===== src/rtl/uart_rx_start_detect.sv =====
// Start-bit qualifier for the UART receiver: synchronises RX_IN, arms on an idle-line
// falling edge, majority-votes mid-bit samples and reports valid starts or glitches.
module uart_rx_start_detect #(
  parameter int SYNC_STAGES  = 2,
  parameter int PRESC_W      = 6,
  parameter int VOTE_SAMPLES = 3,
  parameter int GCNT_W       = 8
) (
  input  logic               CLK,
  input  logic               RST,
  input  logic               RX_IN,
  input  logic [PRESC_W-1:0] Prescale,
  input  logic               Enable,
  input  logic               Frame_busy,
  input  logic               clear_cnt,
  output logic               strt_valid,
  output logic               strt_glitch,
  output logic               detecting,
  output logic [GCNT_W-1:0]  glitch_cnt
);

  localparam int H  = (VOTE_SAMPLES - 1) / 2;
  localparam int VW = $clog2(VOTE_SAMPLES + 1) + 1;
  localparam logic [PRESC_W-1:0] P_MIN    = PRESC_W'(4);
  localparam logic [PRESC_W-1:0] HALF_WIN = PRESC_W'(H);
  localparam logic [VW-1:0]      NEED     = VW'(H + 1);

  typedef enum logic [1:0] {S_IDLE, S_CHECK, S_HOLD} state_t;

  state_t              r_state, w_state_nxt;
  logic [SYNC_STAGES-1:0] r_sync;
  logic                r_prev;
  logic                w_rx_s, w_fall;
  logic [PRESC_W-1:0]  r_presc, w_presc_nxt, w_presc_eff;
  logic [PRESC_W-1:0]  r_cnt, w_cnt_nxt;
  logic [PRESC_W-1:0]  w_mid, w_lo, w_hi, w_last;
  logic [VW-1:0]       r_votes, w_votes_nxt, w_zeros;
  logic                w_in_win, w_vote_ok;
  logic                w_valid_nxt, w_glitch_nxt;
  logic                r_valid, r_glitch, r_detect;
  logic [GCNT_W-1:0]   r_gcnt;

  // Line idles high, so the synchroniser and edge history reset to 1.
  always_ff @(posedge CLK or posedge RST) begin
    if (RST) begin
      r_sync <= '1;
      r_prev <= 1'b1;
    end else begin
      r_sync <= {r_sync[SYNC_STAGES-2:0], RX_IN};
      r_prev <= w_rx_s;
    end
  end

  assign w_rx_s      = r_sync[SYNC_STAGES-1];
  assign w_fall      = r_prev & ~w_rx_s;
  assign w_presc_eff = (Prescale < P_MIN) ? P_MIN : {Prescale[PRESC_W-1:1], 1'b0};
  assign w_mid       = r_presc >> 1;
  assign w_lo        = w_mid - HALF_WIN;
  assign w_hi        = w_mid + HALF_WIN;
  assign w_last      = r_presc - PRESC_W'(1);
  assign w_in_win    = (r_cnt >= w_lo) && (r_cnt <= w_hi);
  assign w_zeros     = r_votes + {{(VW-1){1'b0}}, ~w_rx_s};
  assign w_vote_ok   = (w_zeros >= NEED);

  always_comb begin
    w_state_nxt  = r_state;
    w_cnt_nxt    = '0;
    w_votes_nxt  = '0;
    w_presc_nxt  = r_presc;
    w_valid_nxt  = 1'b0;
    w_glitch_nxt = 1'b0;
    case (r_state)
      S_IDLE: begin
        if (w_fall && Enable && !Frame_busy) begin
          w_state_nxt = S_CHECK;
          w_cnt_nxt   = PRESC_W'(1);
          w_presc_nxt = w_presc_eff;
        end
      end
      S_CHECK: begin
        if (!Enable) begin
          w_state_nxt = S_IDLE;
        end else begin
          w_cnt_nxt   = r_cnt + PRESC_W'(1);
          w_votes_nxt = w_in_win ? w_zeros : r_votes;
          if (r_cnt == w_hi) begin
            // With the smallest prescale the vote lands on the last tick of the bit.
            if (!w_vote_ok) begin
              w_state_nxt  = S_IDLE;
              w_glitch_nxt = 1'b1;
              w_cnt_nxt    = '0;
              w_votes_nxt  = '0;
            end else if (r_cnt == w_last) begin
              w_state_nxt = S_IDLE;
              w_valid_nxt = 1'b1;
              w_cnt_nxt   = '0;
              w_votes_nxt = '0;
            end else begin
              w_state_nxt = S_HOLD;
            end
          end
        end
      end
      S_HOLD: begin
        if (!Enable) begin
          w_state_nxt = S_IDLE;
        end else if (r_cnt == w_last) begin
          w_state_nxt = S_IDLE;
          w_valid_nxt = 1'b1;
        end else begin
          w_cnt_nxt   = r_cnt + PRESC_W'(1);
          w_votes_nxt = r_votes;
        end
      end
      default: w_state_nxt = S_IDLE;
    endcase
  end

  always_ff @(posedge CLK or posedge RST) begin
    if (RST) begin
      r_state  <= S_IDLE;
      r_cnt    <= '0;
      r_votes  <= '0;
      r_presc  <= P_MIN;
      r_valid  <= 1'b0;
      r_glitch <= 1'b0;
      r_detect <= 1'b0;
    end else begin
      r_state  <= w_state_nxt;
      r_cnt    <= w_cnt_nxt;
      r_votes  <= w_votes_nxt;
      r_presc  <= w_presc_nxt;
      r_valid  <= w_valid_nxt;
      r_glitch <= w_glitch_nxt;
      r_detect <= (w_state_nxt != S_IDLE);
    end
  end

  // Counts visible glitch pulses; a clear in the same cycle wins.
  always_ff @(posedge CLK or posedge RST) begin
    if (RST) begin
      r_gcnt <= '0;
    end else if (clear_cnt) begin
      r_gcnt <= '0;
    end else if (r_glitch && (r_gcnt != '1)) begin
      r_gcnt <= r_gcnt + GCNT_W'(1);
    end
  end

  assign strt_valid  = r_valid;
  assign strt_glitch = r_glitch;
  assign detecting   = r_detect;
  assign glitch_cnt  = r_gcnt;

endmodule


===== config.mk =====
export PLATFORM = sky130hd
export DESIGN_NAME = uart_rx_start_detect
export DESIGN_NICKNAME = d
export VERILOG_FILES = /design/src/rtl/uart_rx_start_detect.sv
export SDC_FILE = /design/constraint.sdc
export NUM_CORES = 1
export LEC_CHECK = 0
export CAP_MARGIN = 10
export CORE_AREA = 4 4 67 69
export DETAILED_ROUTE_END_ITERATION = 8
export DIE_AREA = 0 0 71 73
export MAX_ROUTING_LAYER = met4
export PLACE_DENSITY = 0.69
export SYNTH_ARGS = -nofsm -noshare
export SYNTH_HDL_FRONTEND = slang
export SYNTH_SLANG_ARGS = --single-unit

===== constraint.sdc =====
create_clock -name CLK -period 5.5 [get_ports CLK]
set_clock_uncertainty 0.15 [all_clocks]
set_input_delay 1.1 -clock CLK [delete_from_list [all_inputs] [get_ports CLK]]
set_output_delay 1.1 -clock CLK [all_outputs]
set_load 0.05 [all_outputs]

Fig. 1: run 1, the metal 2 layer
Scale bar: 20 um.
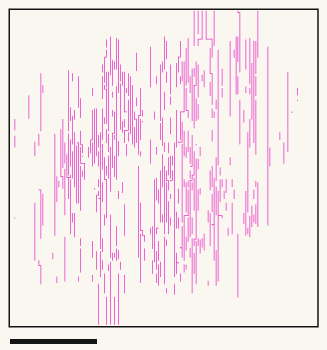
longest straight run = 41.1 um
main direction = vertical
share of all routed wire = 52%
nets with wire on the layer = 224
wire length on this layer = 2000 um

Fig. 2: run 1, the clock network
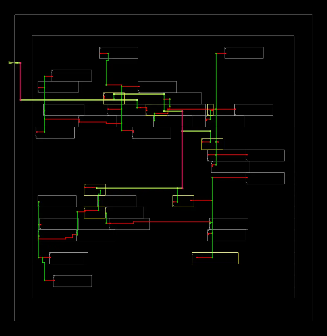
clock sink total: 30
Clock Power: 0.226 mW
Seq cells: 30
clock buffer count: 7
CTS Buf Count: 5

Fig. 3: run 1, the metal 3 layer
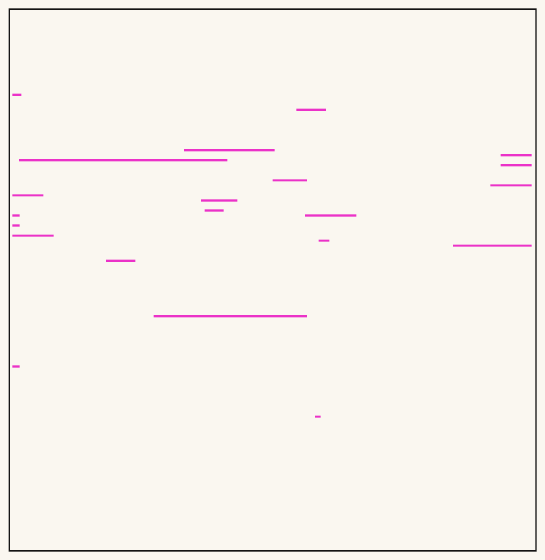
longest straight run = 27.8 um
nets with wire on the layer = 16
wire length on this layer = 123 um

==> reports/qor.yml, run 1 <==
worst_setup_path:
  path_class: "flop to flop"
  r2r_end: "r_votes[2]$_DFFE_PP0P_"
  critPathArrivalTime_ps: 3160
  worstSetupStartpoint: "r_presc[1]$_DFFE_PP0P_"
  rrSetupSlack_ps: 2390
  crit_path_end_kind: "flop"
  cp-start-kind: "flop"
  r2r-start: "r_presc[1]$_DFFE_PP0P_"
  worst-endpoint-required_ps: 5550
  critPathMaxFanout: 7
  reg2reg_depth: 10
  setup.worst_path.end: "r_votes[2]$_DFFE_PP0P_"
cts:
  clkTransAtPathRegs_ps: 60
  worstSkewPairLatency_ps: 280
  cts_max_level: 2
  post-cts-setup-buffers: 0
  cts-root-buf: "clkbuf_8"
  clk_path_buf_depth: 2
  cts_tree: "yes"
  hold_buffers: 0
  cts_resized: 0
global_routing:
  overflow: 0
  grtUsageTotal_pct: 16.9
  grt_pass1_vias: 1497
  grt_max_degree: 31
  antenna_found_initial: 0
  grt_pass1_wl_mm: 6.78
final_timing:
  slew_viol_final: 0
  fin_crit_ps: 3110
  finalHoldViolations: 0
  rsz0062_at_grt: "no"
  timing.fmax_ghz: 0.322
  finalCritPeriodShare_pct: 56.5
  setup-tns-final_ps: 0
  relSlewSlack_pct: 60.1
floorplan:
  rows: 23
  die_area_sq_mm: 0.00518
  core-area_sq_mm: 0.00391
  initCoreUtil_pct: 49.1
  die_y_um: 73
  io_pins: 23
  die_w_um: 71
outcome:
  status: "finished, final reports clean"
synthesis:
  ys_cells: 185
  yosysUniqueCellTypes: 42
  synth_area_leader_cell: "dfrtp_1"
  ys.flops: 30
  syn-num-nets: 218
  synth_seq_share_pct: 39.3
  postSynthAreaPerCell_sq_um: 10.4
  synth-edff-count: 0
  topCellsByArea: "dfrtp_1, ha_1, dfstp_2, xnor2_1, nor2_1"
  synth_top_area_share_pct: 33.9
  synthCells: 185
  synth_warnings: 0
  synthFlopType: "dfrtp_1"
power_and_ir_drop:
  p_switching_mw: 0.281
  seqPwrFrac_pct: 35.4
  combPwrFrac_pct: 37.4
  cellLeakagePower_nw: 1.04
  vdd_drop_max_mv: 0.270
  switching_share_pct: 33.9
  power_frac_clock_pct: 27.2
  p_int_mw: 0.548
  power.density_mw_per_mm2: 360
route:
  route.antenna.remaining_nets: 0
  drtIter0Drc: 58
  firstDrtPassIters: 4
  vias: 1457
  viasPerCell: 5.54
  drt_wl_total_mm: 3.81
  wl_per_cell_um: 14.5
placed_design:
  numPortBuffers: 21
  dp_hpwl_mm: 2.96
  gp_congestion: 0.910
  place_worst_setup_slack_ps: 2290
final_layout:
  lay_top_cells: "dfrtp_1, ha_1, clkdlybuf4s50_1"
  drive_gt1_share_pct: 10.3
  utilization_pct: 58.9
  num_antenna_cells: 0
  syn_to_final_growth_pct: 19.9
  final-seq-area_sq_um: 756
  fin_nets: 245
  comb_area_sq_mm: 0.00109
  layout_top_cell: "dfrtp_1"
flow_run:
  drv_cap: 0
  tool_warnings: 31
worst_hold_path:
  min_path_type: "flop to flop"
-- run 1: power groups by stage --
stage          sequential [mW]  clock (mW)  combinational [mW]
2_1_floorplan            0.293           0               0.241
3_3_place_gp             0.295           0               0.293
3_5_place_dp             0.297           0               0.307
4_1_cts                  0.293       0.232               0.312
5_1_grt                  0.299       0.249               0.346
6_report                 0.294       0.226               0.310
-- run 1: state kept, by name (all words and copies together) (netlist names) --
register	count
r_cnt	6
strt_glitch	1
r_prev	1
detecting	1
r_votes	3
r_presc	5
r_sync	2
glitch_cnt	8
r_state	2
strt_valid	1
-- run 1: stage by stage --
stage / cell area (sq um) / std cells / power, mW / hold WS (ps)
final: 2300 / 263 / 0.829 / 206
after global routing: 2300 / 263 / 0.893 / 216
after CTS: 2300 / 263 / 0.837 / 209
after detailed placement: 2190 / 255 / 0.604 / 198
after global placement: 2190 / 255 / 0.588 / 198
after floorplan: 1920 / 185 / 0.534 / 195
-- run 1: synth_stat cells (all sizes together) (2+ instances only) --
cell type   n
nand3       8
dfstp       4
nand4       4
a2111oi     2
and3        4
inv        15
or2         2
nor2       19
xnor3       3
ha         21
a21oi       3
dfrtp      26
xor2        8
o21a        4
xnor2      12
nand2b      2
nor3        3
nor2b       4
mux2i       3
buf         2
o21bai      2
nand2      11
o21ai       4
o31ai       3
mux2        3
-- run 1: worst min path at each step --
stage | start | to | slack [ps] | cells after the start
final | r_sync[0]$_DFF_PP1_ | r_sync[1]$_DFF_PP1_ | 210 | 0
after floorplan | r_sync[0]$_DFF_PP1_ | r_sync[1]$_DFF_PP1_ | 200 | 0
after CTS | r_sync[0]$_DFF_PP1_ | r_sync[1]$_DFF_PP1_ | 210 | 0
after global placement | r_sync[0]$_DFF_PP1_ | r_sync[1]$_DFF_PP1_ | 200 | 0
after global routing | r_sync[0]$_DFF_PP1_ | r_sync[1]$_DFF_PP1_ | 220 | 0
after detailed placement | r_sync[0]$_DFF_PP1_ | r_sync[1]$_DFF_PP1_ | 200 | 0
-- run 1: kinds of logic (layout without fill, tap and decap cells) --
logic type	after synthesis	after routing	share of synthesized area, %
and+or+nand+nor	64	64	17.7
DFF	30	30	39.3
AOI/OAI and AO/OA	24	24	9.57
xor gates and xnor gates	23	23	12.7
adders and majority gates	21	21	13.7
buffers and inverters	17	45	3.71
muxes	6	6	3.32
-- run 1: final cells by class --
cell class | count | share of cell area, %
Multi-Input combinational cell | 138 | 47.5
Sequential cell | 30 | 32.8
Timing Repair Buffer | 22 | 9.45
Clock buffer | 7 | 3.75
Tap cell | 50 | 2.72
Inverter | 15 | 2.44
Clock inverter | 1 | 1.30
-- run 1: critical path: stages, from the launching register on --
cell	delay, ps
dfrtp_1	520
inv_1	130
ha_1	370
inv_1	60
ha_1	310
nor2b_1	140
o21a_1	160
a2111oi_0	470
o21ai_2	160
or4_1	410
a21boi_1	150
-- run 1: per-layer routing --
layer / up-vias / share of wire [%] / track usage [%]
li1: 699 / - / -
met1: 725 / 43 / 20.2
met2: 26 / 52 / 29.2
met3: 7 / 3.2 / 4.27
met4: 0 / 1.3 / 3.34
met5: - / 0 / -
Fig. 4: run 1, wiring by layer
Scale bar: 20 um. Two of the layers only.
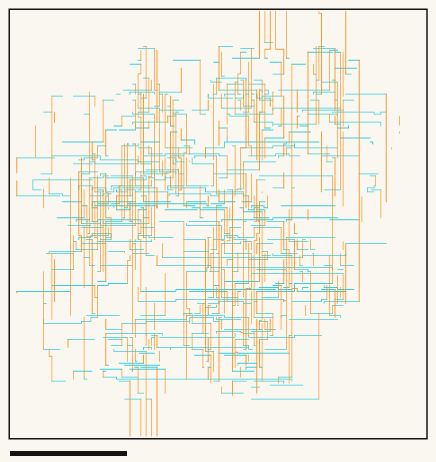

==> run 1 -> run 2 <==
--- a/config.mk
+++ b/config.mk
@@ -10,7 +10,7 @@
 export DETAILED_ROUTE_END_ITERATION = 8
 export DIE_AREA = 0 0 71 73
 export MAX_ROUTING_LAYER = met4
-export PLACE_DENSITY = 0.69
+export PLACE_DENSITY = 0.72
 export SYNTH_ARGS = -nofsm -noshare
 export SYNTH_HDL_FRONTEND = slang
 export SYNTH_SLANG_ARGS = --single-unit
==> constraint.sdc (replaced) <==
create_clock -name CLK -period 2.5 [get_ports CLK]
set_clock_uncertainty 0.15 [all_clocks]
set_input_delay 0.5 -clock CLK [delete_from_list [all_inputs] [get_ports CLK]]
set_output_delay 0.5 -clock CLK [all_outputs]
set_load 0.05 [all_outputs]
Fig. 5: run 2, wiring by layer
Scale bar: 20 um. Two of the layers only.
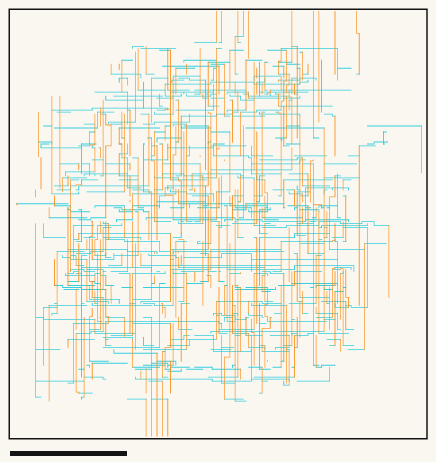
orange -> metal 2  # wire length 2370 um
cyan -> metal 1  # wire length 1910 um

Fig. 6: run 2, the metal 2 layer
Scale bar: 20 um.
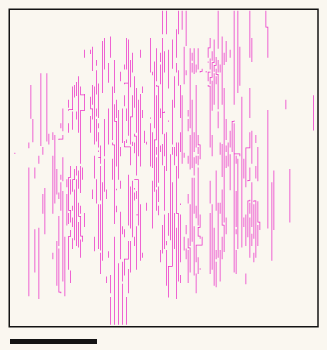
longest straight run = 34.7 um
share of all routed wire = 53%
nets with wire on the layer = 237
main direction = vertical

==> reports/qor.yml, run 2 <==
outcome:
  status: "finished with violations"  # was finished, final reports clean
  violations: "setup timing"
final_layout:
  lay_top_cells: "dfrtp_1, clkdlybuf4s50_1, buf_4"  # was dfrtp_1, ha_1, clkdlybuf4s50_1
  final_area_sq_mm: 0.00264  # was 0.00230 sq mm
  drive_gt1_share_pct: 27.7  # was 10.3%
  largest_reg_flops: 8  # unchanged
  layout_top_cell: "dfrtp_1"  # unchanged
  syn_to_final_growth_pct: 37.3  # was 19.9%
cts:
  worstSkewPairLatency_ps: 290  # was 280 ps
  clk_path_buf_depth: 2  # unchanged
  numClockSinks: 30  # unchanged
  clkTransAtPathRegs_ps: 70  # was 60 ps
  cts-root-buf: "clkbuf_8"  # unchanged
  cts_tree: "yes"  # unchanged
  hold_buffers: 0  # unchanged
  numCtsBuffers: 5  # unchanged
  cts_max_level: 2  # unchanged
final_timing:
  finalCritPeriodShare_pct: 107  # was 56.5%
  fin_crit_ps: 2660  # was 3110 ps
  slew_viol_final: 0  # unchanged
  finalSetupViolations: 4  # was 0
  whs_ps: 211  # was 206 ps
  fin_ws_ps: -164  # was 2390 ps
  rsz0062_at_grt: "yes"  # was no
  timing.fmax_ghz: 0.375  # was 0.322 GHz
  relSlewSlack_pct: 65.4  # was 60.1%
  setup-tns-final_ps: -516  # was 0 ps
  finalHoldViolations: 0  # unchanged
route:
  wl_per_cell_um: 15.9  # was 14.5 um
  firstDrtPassIters: 4  # unchanged
  route.antenna.remaining_nets: 0  # unchanged
  drt_wl_total_mm: 4.52  # was 3.81 mm
  drtIter0Drc: 97  # was 58
  viasPerCell: 5.41  # was 5.54
  vias: 1541  # was 1457
worst_setup_path:
  crit_buf_inv: 0  # was 2
  critical_path.max_stage_delay_ps: 580  # was 520 ps
  critPathArrivalTime_ps: 2730  # was 3160 ps
  cp-start-kind: "flop"  # unchanged
  critPathSlowestCell: "dfstp_2"  # was dfrtp_1
  crit_chain: "ha_4, nand3_4, xnor2_2, ha_1, and3_4, o21a_1, a2111oi_4, o21ai_2, or4_1, a21boi_1"  # was inv_1, ha_1, inv_1, ha_1, nor2b_1, o21a_1, a2111oi_0, o21ai_2, or4_1, a21boi_1
  critPathMaxFanout: 3  # was 7
  path_class: "flop to flop"  # unchanged
  path_delay_family: "simple AND/OR/NAND/NOR gates"  # was AND-OR/OR-AND gates
  crit_path_end_kind: "flop"  # unchanged
  worst-endpoint-required_ps: 2570  # was 5550 ps
floorplan:
  rows: 23  # unchanged
  die_w_um: 71  # unchanged
  die_area_sq_mm: 0.00518  # unchanged
  initCoreUtil_pct: 49.1  # unchanged
  core-area_sq_mm: 0.00391  # unchanged
  io_pins: 23  # unchanged
  die_y_um: 73  # unchanged
synthesis:
  synth_top_area_share_pct: 33.9  # unchanged
  mux_share_pct: 3.32  # unchanged
  synth_warnings: 0  # unchanged
  ys.flops: 30  # unchanged
  synthFlopType: "dfrtp_1"  # unchanged
  xor_share_pct: 12.7  # unchanged
  ys_sh_aoi_pct: 9.57  # unchanged
  synth-edff-count: 0  # unchanged
  synth_seq_share_pct: 39.3  # unchanged
  synth_area_leader_cell: "dfrtp_1"  # unchanged
  synth-simple-area-share_pct: 17.7  # unchanged
  adder_share_pct: 13.7  # unchanged
  syn-num-nets: 218  # unchanged
  postSynthAreaPerCell_sq_um: 10.4  # unchanged
  top_cell: "dfrtp_1"  # unchanged
  ys_cells: 185  # unchanged
  synthCells: 185  # unchanged
  topCellsByArea: "dfrtp_1, ha_1, dfstp_2, xnor2_1, nor2_1"  # unchanged
power_and_ir_drop:
  cellLeakagePower_nw: 1.18  # was 1.04 nW
  vdd_drop_max_mv: 0.589  # was 0.270 mV
  power_frac_clock_pct: 22.9  # was 27.2%
  p_switching_mw: 0.773  # was 0.281 mW
  p_int_mw: 1.45  # was 0.548 mW
  combPwrFrac_pct: 48.9  # was 37.4%
  power.density_mw_per_mm2: 844  # was 360 mW/mm^2
  switching_share_pct: 34.7  # was 33.9%
  seqPwrFrac_pct: 28.2  # was 35.4%
placed_design:
  dp_hpwl_mm: 3.27  # was 2.96 mm
  placed_cell_area_sq_mm: 0.00240  # was 0.00219 sq mm
  gp_congestion: 0.877  # was 0.910
global_routing:
  grt_pass1_vias: 1696  # was 1497
  grtUsageTotal_pct: 20.2  # was 16.9%
  grt_pass1_wl_mm: 7.91  # was 6.78 mm
  grt_max_degree: 31  # unchanged
  antenna_found_initial: 0  # unchanged
## run 2: cell count changes in the layout (fill, tap and decap cells not counted), moves of 2 or more
cell | previous run | this run
a21oi_2 | 0 | 2
o31ai_1 | 3 | 1
buf_6 | 0 | 2
o31ai_2 | 0 | 2
ha_1 | 21 | 18
buf_4 | 1 | 21
a21oi_1 | 3 | 1
a2111oi_0 | 2 | 0
ha_4 | 0 | 3
## run 2: timing repair
| action | 4_1_cts | 5_1_grt |
|---|---|---|
| setup endpoints to repair | 10 | 12 |
| pin swaps | 9 | 8 |
| gates resized | 15 | 9 |
| setup buffers | 2 | 1 |
## run 2: worst paths after layout
path / slack [ps] / cells past startpoint / endpoint / startpoint
max: -160 / 10 / r_votes[2]$_DFFE_PP0P_ / r_presc[2]$_DFFE_PP1P_
min: 210 / 0 / r_sync[1]$_DFF_PP1_ / r_sync[0]$_DFF_PP1_
max reg2reg: -160 / 10 / r_votes[2]$_DFFE_PP0P_ / r_presc[2]$_DFFE_PP1P_
min reg2reg: 210 / 0 / r_sync[1]$_DFF_PP1_ / r_sync[0]$_DFF_PP1_
max in group asynchronous: 1440 / 3 / r_presc[2]$_DFFE_PP1P_ / RST
min in group asynchronous: 430 / 3 / r_cnt[5]$_DFF_PP0_ / RST
## run 2: logic make-up after synthesis
family	count (synthesis)
multiplexers	6
XOR/XNOR	23
adder cells (fa/ha/maj)	21
buffers and inverters	17
flip-flops	30
AND-OR/OR-AND	24
AND/OR/NAND/NOR	64
## run 2: area by class of cell
type,instances,area [sq um],area share [%]
multi-input cells,138,1260,47.6
flip-flops and latches,30,757,28.7
repair buffers,44,390,14.8
clock buffers,7,86.3,3.27
well taps,50,62.6,2.37
inverters,15,56.3,2.13
clock inverters,1,30.0,1.14
## run 2: per-stage QoR
stage	setup slack [ps]	power (mW)	utilization (%)	std cells
2_1_floorplan	-154	1.23	-	185
4_1_cts	-174	2.16	66.3	286
3_3_place_gp	-189	1.51	61.2	276
3_5_place_dp	-337	1.56	61.2	276
6_report	-164	2.23	67.4	285
5_1_grt	-261	2.37	67.4	285
## run 2: per-layer routing
metal / part of all wire (%) / GRT usage [%] / routed length (um)
met2: 53 / 34.5 / 2370
met4: 2.4 / 8.56 / 107
met1: 42 / 22.8 / 1910
met3: 2.9 / 4.68 / 132
met5: 0 / - / 0
## run 2: power groups by stage
| stage | Sequential [mW] | Clock (mW) | Combinational, mW |
|---|---|---|---|
| floorplan | 0.654 | 0 | 0.572 |
| global placement | 0.620 | 0 | 0.892 |
| detailed placement | 0.628 | 0 | 0.930 |
| CTS | 0.627 | 0.519 | 1.01 |
| global route | 0.638 | 0.546 | 1.18 |
| finish | 0.628 | 0.510 | 1.09 |
Fig. 7: run 2, the clock network
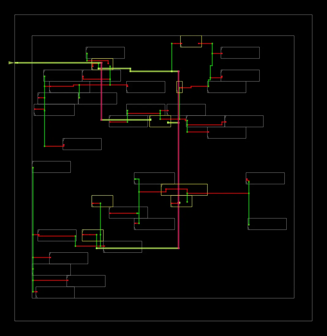

==> run 2 -> run 3 <==
--- a/config.mk
+++ b/config.mk
@@ -7,6 +7,7 @@
 export LEC_CHECK = 0
 export CAP_MARGIN = 10
 export CORE_AREA = 4 4 67 69
+export CTS_BUF_LIST = sky130_fd_sc_hd__clkbuf_8
 export DETAILED_ROUTE_END_ITERATION = 8
 export DIE_AREA = 0 0 71 73
 export MAX_ROUTING_LAYER = met4
Fig. 8: run 3, the clock network
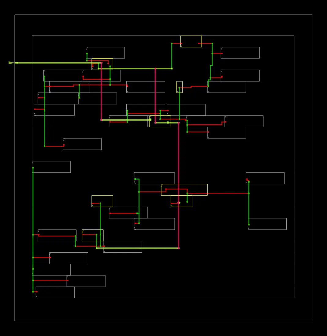
Worst-Skew Late Latency: 290 ps
Clock Power: 0.507 mW
clock buffer count: 6

==> reports/qor.yml, run 3 <==
outcome:
  status: "finished with violations"  # unchanged
  violations: "setup timing"  # unchanged
global_routing:
  grtUsageMet3_pct: 4.68  # unchanged
  met2_usage_pct: 34.5  # unchanged
  grt_max_degree: 31  # unchanged
  antenna_found_initial: 0  # unchanged
  grt_pass1_vias: 1696  # unchanged
  grt_pass1_wl_mm: 7.91  # unchanged
  overflow: 0  # unchanged
  grt_use_met1_pct: 22.8  # unchanged
  grtUsageTotal_pct: 20.2  # unchanged
  grt-busiest-layer: "met2"  # unchanged
floorplan:
  core-area_sq_mm: 0.00391  # unchanged
  die_area_sq_mm: 0.00518  # unchanged
  die_y_um: 73  # unchanged
  initCoreUtil_pct: 49.1  # unchanged
  io_pins: 23  # unchanged
  rows: 23  # unchanged
  die_w_um: 71  # unchanged
synthesis:
  top_cell: "dfrtp_1"  # unchanged
  synthCells: 185  # unchanged
  synthFlopType: "dfrtp_1"  # unchanged
  topCellsByArea: "dfrtp_1, ha_1, dfstp_2, xnor2_1, nor2_1"  # unchanged
  synth_warnings: 0  # unchanged
  synth_area_leader_cell: "dfrtp_1"  # unchanged
  synth-edff-count: 0  # unchanged
  adder_share_pct: 13.7  # unchanged
  syn-num-nets: 218  # unchanged
  yosys_area_sq_mm: 0.00192  # unchanged
  xor_share_pct: 12.7  # unchanged
  yosysUniqueCellTypes: 42  # unchanged
  postSynthAreaPerCell_sq_um: 10.4  # unchanged
  synth_top_area_share_pct: 33.9  # unchanged
  syn_area_sq_mm: 0.00192  # unchanged
  ys.flops: 30  # unchanged
  synth_seq_share_pct: 39.3  # unchanged
  ys_top_logic_family: "simple AND/OR/NAND/NOR gates"  # unchanged
  ys_cells: 185  # unchanged
  async_flop_share_pct: 100  # unchanged
  common_cells: "dfrtp_1, ha_1, nor2_1"  # unchanged
  mux_share_pct: 3.32  # unchanged
  ys_sh_aoi_pct: 9.57  # unchanged
  synth-simple-area-share_pct: 17.7  # unchanged
placed_design:
  gp_congestion: 0.877  # unchanged
  dp_hpwl_mm: 3.27  # unchanged
  dp_cells: 276  # unchanged
  placed_cell_area_sq_mm: 0.00240  # unchanged
  numPortBuffers: 21  # unchanged
final_layout:
  drive_gt1_share_pct: 27.7  # unchanged
  layout_top_cell: "dfrtp_1"  # unchanged
  fin_nets: 267  # unchanged
  final-seq-area_sq_um: 757  # unchanged
  num_antenna_cells: 0  # unchanged
  largest_reg_flops: 8  # unchanged
  final_cells: 285  # unchanged
  syn_to_final_growth_pct: 37.3  # unchanged
  final_area_sq_mm: 0.00264  # unchanged
  fillers: 318  # unchanged
  comb_area_sq_mm: 0.00126  # unchanged
  lay_top_cells: "dfrtp_1, clkdlybuf4s50_1, buf_4"  # unchanged
route:
  drc_errors: 0  # unchanged
  vias: 1541  # unchanged
  firstDrtPassIters: 4  # unchanged
  route.antenna.remaining_nets: 0  # unchanged
  wl_per_cell_um: 15.9  # about the same
  drtIter0Drc: 94  # was 97
  drt_wl_total_mm: 4.52  # about the same
  viasPerCell: 5.41  # unchanged
worst_setup_path:
  critPathArrivalTime_ps: 2730  # about the same
  r2r-start: "r_presc[2]$_DFFE_PP1P_"  # unchanged
  cp-start-kind: "flop"  # unchanged
  reg2reg_depth: 10  # unchanged
  critPathMaxFanout: 3  # unchanged
  path_class: "flop to flop"  # unchanged
  crit_path_end_kind: "flop"  # unchanged
  rrSetupSlack_ps: -160  # about the same
  r2r_end: "r_votes[2]$_DFFE_PP0P_"  # unchanged
  worst-endpoint-required_ps: 2570  # about the same
cts:
  cts_max_level: 2  # unchanged
  clkTransAtPathRegs_ps: 70  # about the same
  cts-root-buf: "clkbuf_8"  # unchanged
  hold_buffers: 0  # unchanged
  clk_path_buf_depth: 2  # unchanged
  numClockSinks: 30  # unchanged
  numCtsBuffers: 5  # unchanged
  cts_tree: "yes"  # unchanged
power_and_ir_drop:
  vdd_drop_max_mv: 0.589  # unchanged
  cellLeakagePower_nw: 1.18  # about the same
  power.density_mw_per_mm2: 843  # was 844 mW/mm^2
  power_mw: 2.22  # was 2.23 mW
flow_run:
  tool_warnings: 34  # unchanged
  drv_cap: 0  # unchanged
final_timing:
  rsz0062_at_grt: "yes"  # unchanged
  timing.fmax_ghz: 0.375  # about the same
  fin_ws_ps: -163  # was -164 ps
  worstMarginPinSlew_ps: 517  # unchanged
  fin_crit_ps: 2660  # about the same
  finalSetupViolations: 4  # unchanged
  finalCritPeriodShare_pct: 107  # about the same
  slew_viol_final: 0  # unchanged
  relSlewSlack_pct: 65.4  # unchanged
  finalHoldViolations: 0  # unchanged
worst_hold_path:
  min_path_type: "flop to flop"  # unchanged
  hold_depth: 0  # unchanged
  worstHoldEndpoint: "r_sync[1]$_DFF_PP1_"  # unchanged
  worstHoldStart: "r_sync[0]$_DFF_PP1_"  # unchanged
Fig. 9: run 3, the metal 3 layer
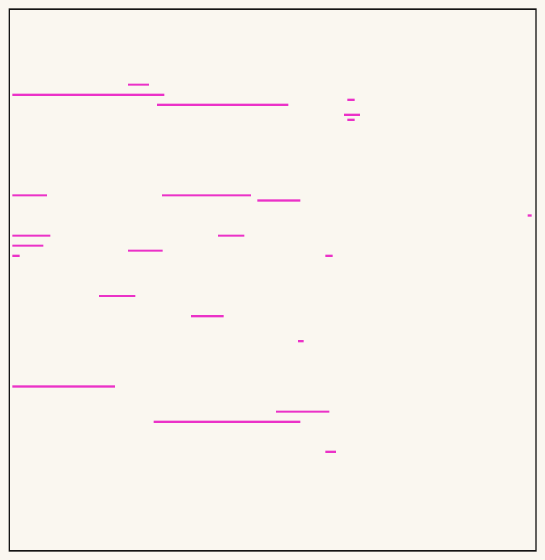
longest straight run = 20.2 um
main direction = horizontal
wire length on this layer = 133 um

[run 3: cell counts after synthesis]
Identical to the previous run, type by type.
[run 3: repair_timing]
| item | 4_1_cts | 5_1_grt |
|---|---|---|
| setup buffers | 2 | 1 |
| pin swaps | 9 | 8 |
| resized | 15 | 9 |
| endpoints found under the setup margin | 10 | 12 |
[run 3: layer usage]
metal / vias up / share of wire [%]
met5: - / 0
met4: 0 / 2.4
met3: 13 / 2.9
met2: 28 / 52
met1: 761 / 42
li1: 739 / -
[run 3: how the worst max path moves through the flow]
stage,to,slack (ps),startpoint
6_report,r_votes[2]$_DFFE_PP0P_,-160,r_presc[2]$_DFFE_PP1P_
4_1_cts,r_votes[2]$_DFFE_PP0P_,-170,r_presc[2]$_DFFE_PP1P_
3_3_place_gp,r_votes[0]$_DFFE_PP0P_,-190,r_presc[2]$_DFFE_PP1P_
5_1_grt,r_votes[2]$_DFFE_PP0P_,-260,r_presc[2]$_DFFE_PP1P_
2_1_floorplan,r_votes[2]$_DFFE_PP0P_,-150,r_presc[2]$_DFFE_PP1P_
3_5_place_dp,r_votes[1]$_DFFE_PP0P_,-340,r_presc[2]$_DFFE_PP1P_
[run 3: layout make-up]
type                       count  area share (%)
multi-input combinational    138            47.6
clock buffer                   6            3.13
sequential                    30            28.7
tap                           50            2.37
inverter                      15            2.13
clock inverter                 2            1.28
timing repair buffer          44            14.8
[run 3: metrics by stage]
stage / setup WS, ps / setup TNS, ps / hold WS, ps / utilization, %
6_report: -163 / -516 / 211 / 67.4
5_1_grt: -261 / -1400 / 217 / 67.4
4_1_cts: -173 / -953 / 213 / 66.3
3_5_place_dp: -337 / -1490 / 200 / 61.2
3_3_place_gp: -189 / -877 / 200 / 61.2
2_1_floorplan: -154 / -184 / 195 / -
[run 3: cell families after synthesis]
family | count (synthesis)
and+or+nand+nor | 64
DFF | 30
AOI/OAI and AO/OA | 24
xor gates and xnor gates | 23
adders and majority gates | 21
buffers and inverters | 17
muxes | 6
[run 3: critical path, stage by stage, from the launching register on]
cell and delay (ps):
dfstp_2 580, ha_4 150, nand3_4 80, xnor2_2 160
ha_1 310, and3_4 180, o21a_1 130, a2111oi_4 210
o21ai_2 110, or4_1 410, a21boi_1 130
[run 3: power breakdown]
group          switching [mW]  internal (mW)
combinational           0.510          0.578
sequential             0.0775          0.551
clock                   0.187          0.320
total                   0.774           1.45
Power is estimated from default activity; no workload was simulated.
